$ cat src/rtl/bcd_cntr_pkg.sv
// rtl/bcd_cntr_pkg.sv - shared BCD digit type, limits and legality helper
package bcd_cntr_pkg;

  typedef logic [3:0] bcd_digit_t;

  localparam bcd_digit_t BCD_MAX = 4'd9;
  localparam bcd_digit_t BCD_MIN = 4'd0;

  function automatic logic bcd_is_illegal(input bcd_digit_t digit);
    return digit > BCD_MAX;
  endfunction

endpackage

$ cat src/rtl/bcd_digit.sv
// rtl/bcd_digit.sv - one BCD decade: load, up/down count with wrap, terminal flag co
module bcd_digit
  import bcd_cntr_pkg::*;
(
  input  logic       CLK,
  input  logic       CDN,
  input  logic [3:0] d,
  input  logic       ld,
  input  logic       ce,
  input  logic       up,
  output logic [3:0] q,
  output logic       co
);

  bcd_digit_t q_q;
  bcd_digit_t q_d;

  always_comb begin
    q_d = q_q;
    if (ld) begin
      q_d = d;
    end else if (ce) begin
      if (up) begin
        q_d = (q_q == BCD_MAX) ? BCD_MIN : q_q + 4'd1;
      end else begin
        q_d = (q_q == BCD_MIN) ? BCD_MAX : q_q - 4'd1;
      end
    end
  end

  always_ff @(posedge CLK or negedge CDN) begin
    if (!CDN) begin
      q_q <= BCD_MIN;
    end else begin
      q_q <= q_d;
    end
  end

  assign q  = q_q;
  assign co = up ? (q_q == BCD_MAX) : (q_q == BCD_MIN);

endmodule

$ cat src/rtl/bcd_updn_cntr.sv
// rtl/bcd_updn_cntr.sv - cascaded BCD up/down counter with load, TC and illegal-digit flag
// Optional build macro BCD_UPDN_CNTR_SELF_CORRECT_EN: count edges clear illegal digits.
module bcd_updn_cntr
  import bcd_cntr_pkg::*;
#(
  parameter int DIGITS = 2
) (
  input  logic                  CLK,
  input  logic                  CDN,
  input  logic [4*DIGITS-1:0]   D,
  input  logic                  LD,
  input  logic                  EN,
  input  logic                  CI,
  input  logic                  UP,
  output logic [4*DIGITS-1:0]   Q,
  output logic                  TC,
  output logic                  ERR
);

  logic [DIGITS-1:0] co;
  logic [DIGITS-1:0] illegal;
  logic [DIGITS-1:0] carry;
  logic [DIGITS-1:0] ld_dig;
  logic [4*DIGITS-1:0] d_dig;
  logic              count_en;

  always_comb begin
    for (int k = 0; k < DIGITS; k++) begin
      illegal[k] = bcd_is_illegal(Q[4*k +: 4]);
    end
  end

  assign ERR = |illegal;
  assign TC  = EN & CI & (&co);

`ifdef BCD_UPDN_CNTR_SELF_CORRECT_EN
  // Illegal digits are reloaded with zero and are transparent to the carry chain,
  // so the legal digits above them still step as if the lower digits had wrapped.
  assign count_en = EN & CI;

  always_comb begin
    carry[0] = count_en;
    for (int k = 1; k < DIGITS; k++) begin
      carry[k] = carry[k-1] & (co[k-1] | illegal[k-1]);
    end
  end

  always_comb begin
    for (int k = 0; k < DIGITS; k++) begin
      ld_dig[k] = LD | (count_en & illegal[k]);
    end
    d_dig = LD ? D : '0;
  end
`else
  assign count_en = EN & CI & ~ERR;

  always_comb begin
    carry[0] = count_en;
    for (int k = 1; k < DIGITS; k++) begin
      carry[k] = carry[k-1] & co[k-1];
    end
  end

  always_comb begin
    ld_dig = {DIGITS{LD}};
    d_dig  = D;
  end
`endif

  for (genvar k = 0; k < DIGITS; k++) begin : g_digit
    bcd_digit u_digit (
      .CLK (CLK),
      .CDN (CDN),
      .d   (d_dig[4*k +: 4]),
      .ld  (ld_dig[k]),
      .ce  (carry[k]),
      .up  (UP),
      .q   (Q[4*k +: 4]),
      .co  (co[k])
    );
  end

endmodule

$ cat config.mk
export PLATFORM = sky130hd
export DESIGN_NAME = bcd_updn_cntr
export DESIGN_NICKNAME = d
export VERILOG_FILES = /design/src/rtl/bcd_cntr_pkg.sv /design/src/rtl/bcd_digit.sv /design/src/rtl/bcd_updn_cntr.sv
export SDC_FILE = /design/constraint.sdc
export NUM_CORES = 1
export LEC_CHECK = 0
export CAP_MARGIN = 20
export CORE_ASPECT_RATIO = 1.1
export CORE_MARGIN = 1
export CORE_UTILIZATION = 46
export CTS_CLUSTER_DIAMETER = 150
export CTS_CLUSTER_SIZE = 8
export DETAILED_ROUTE_END_ITERATION = 8
export PLACE_DENSITY = 0.83
export SYNTH_ARGS = -nofsm -noshare
export SYNTH_HDL_FRONTEND = slang
export SYNTH_HIERARCHICAL = 1
export SYNTH_SLANG_ARGS = --single-unit
$ cat constraint.sdc
create_clock -name CLK -period 2.89 [get_ports CLK]
set_input_delay 0.4335 -clock CLK [delete_from_list [all_inputs] [get_ports CLK]]
set_output_delay 0.4335 -clock CLK [all_outputs]
set_load 0.01 [all_outputs]
Signal metal coverage by tile:
Drawn at 8 px/um. 8 x 9 tiles, from white (low) to dark blue (high), scaled to the fullest tile. Values are wire area over tile area, all layers added.
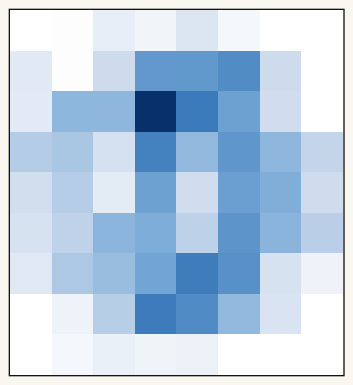
- fullest tile: 0.51
- tiles over half the peak: 22%
- mean over tiles: 0.15
WL per Instance: 12.7 um
drt total wl: 1750 um

Routing congestion:
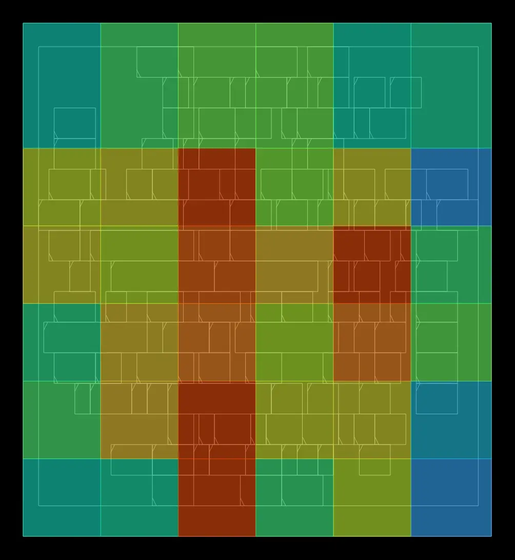
Global Route Usage Sum: 0.209
GR Layer Usage met2: 0.338
Final Core Density: 0.652
GRT met1 Usage: 0.278
Most Used Layer, Global Route: met2

==> flow_metrics.env <==
# implementation run metrics
export IMPL_hold_slack_ns=0.451
export IMPL_wl_met3_um=83
export IMPL_outcome="finished clean"
export IMPL_drc=0
export IMPL_synth_seq_cells=8
export IMPL_fin_skew_ns=0.00554
export IMPL_coreArea_um2=1600
export IMPL_fin_tns_setup_ns=0
export IMPL_sw_frac_of_total=0.327
export IMPL_seqPwrFrac=0.392
export IMPL_r2r_start="g_digit[0].u_digit/q[3]$_DFFE_PN0P_"
export IMPL_dp_hpwl_um=1270
export IMPL_yosys_area_um2=796
export IMPL_netlist_area_um2=796
export IMPL_crit_cells=6
export IMPL_rrSetupSlack_ns=0.65
export IMPL_cp_endpoint="TC"
export IMPL_stdcell_count=138
export IMPL_compound_area_frac=0.258
export IMPL_cts_hold_buf=0
export IMPL_routabilityCongestion=0.778
export IMPL_yosysSeqAreaShare=0.252
export IMPL_crit_arrival_ns=2.20
export IMPL_crit_chain="clkdlybuf4s50_1, or3_1, a211oi_1, nand3_1, nor2_1, clkdlybuf4s50_1"
export IMPL_cts_repair_resized=0
export IMPL_grt_pass1_vias=714
export IMPL_fin_ws_ns=0.253
export IMPL_synthTopCellsByCount="nand2_1, dfrtp_1, nor2_1, buf_4, o21ai_0"
export IMPL_syn_num_nets=113
export IMPL_largest_register_ff_count=8
export IMPL_worstRegToRegCells=6
export IMPL_setup_viol=0
export IMPL_min_period_ns=2.64
export IMPL_placed_cell_area_um2=1020
export IMPL_cp_startpoint="UP"
export IMPL_synthTopCellsByArea="dfrtp_1, buf_4, o2111ai_1, xnor2_1, nand2_1"
export IMPL_warnings=26
export IMPL_final_max_slew_viol_count=0
export IMPL_drt_iter0_drc=21
export IMPL_antenna_found_initial=0
export IMPL_most_common_cell="nand2_1"
export IMPL_grt_overflow_total=0
export IMPL_critPathTopFamily="buffers and inverters"
export IMPL_chip_area_um2=1900
export IMPL_synthCells=99
Pin map:
Drawn at 6 px/um. Pins as bars across the die edge, other pins in gray.
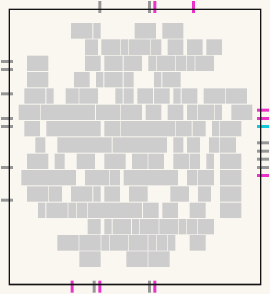
- cyan: TC (pins 1; direction output; edge right)
- magenta: Q (pins 8; direction output; edge 3 bottom, 3 right, 2 top)
- all pins by edge: 8 right, 7 left, 5 bottom, 4 top
Die W: 41.7 um
# port buffers: 23

Logic cells by family:
Drawn at 12 px/um.
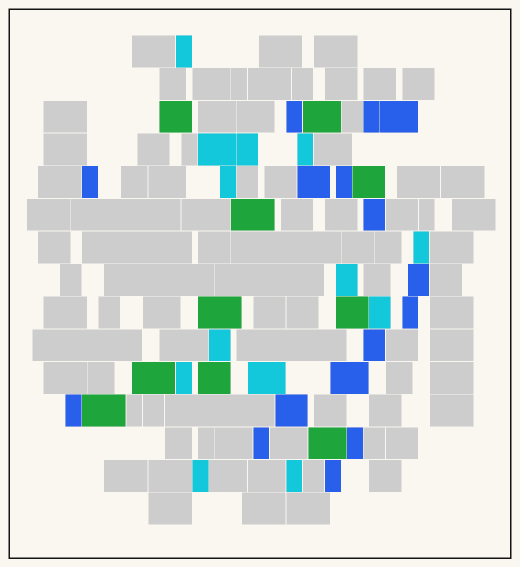
- cyan: nor cells (cells 13; most used nor2_1)
- green: non-inverting ao/oa cells (cells 10)
- blue: nand cells (cells 16; most used nand2_1)

[layout by cell type, fill, tap and decap left out, types with 3 or more instances in the layout]
master / netlist / layout
clkdlybuf4s50_1: 0 / 23
nand2_1: 9 / 9
dfrtp_1: 8 / 8
nor2_1: 7 / 7
o21ai_0: 6 / 6
buf_4: 6 / 6
inv_1: 5 / 5
nor3_1: 4 / 4
xnor2_1: 4 / 4
o2111ai_1: 4 / 4
nand3_1: 3 / 3
clkbuf_4: 0 / 3
[area by class of cell]
| type | instances | area, um^2 |
|---|---|---|
| fillers | 130 | 556 |
| repair buffers | 29 | 275 |
| multi-input cells | 76 | 502 |
| well taps | 17 | 21.3 |
| flip-flops and latches | 8 | 200 |
| clock buffers | 3 | 22.5 |
| inverters | 5 | 18.8 |
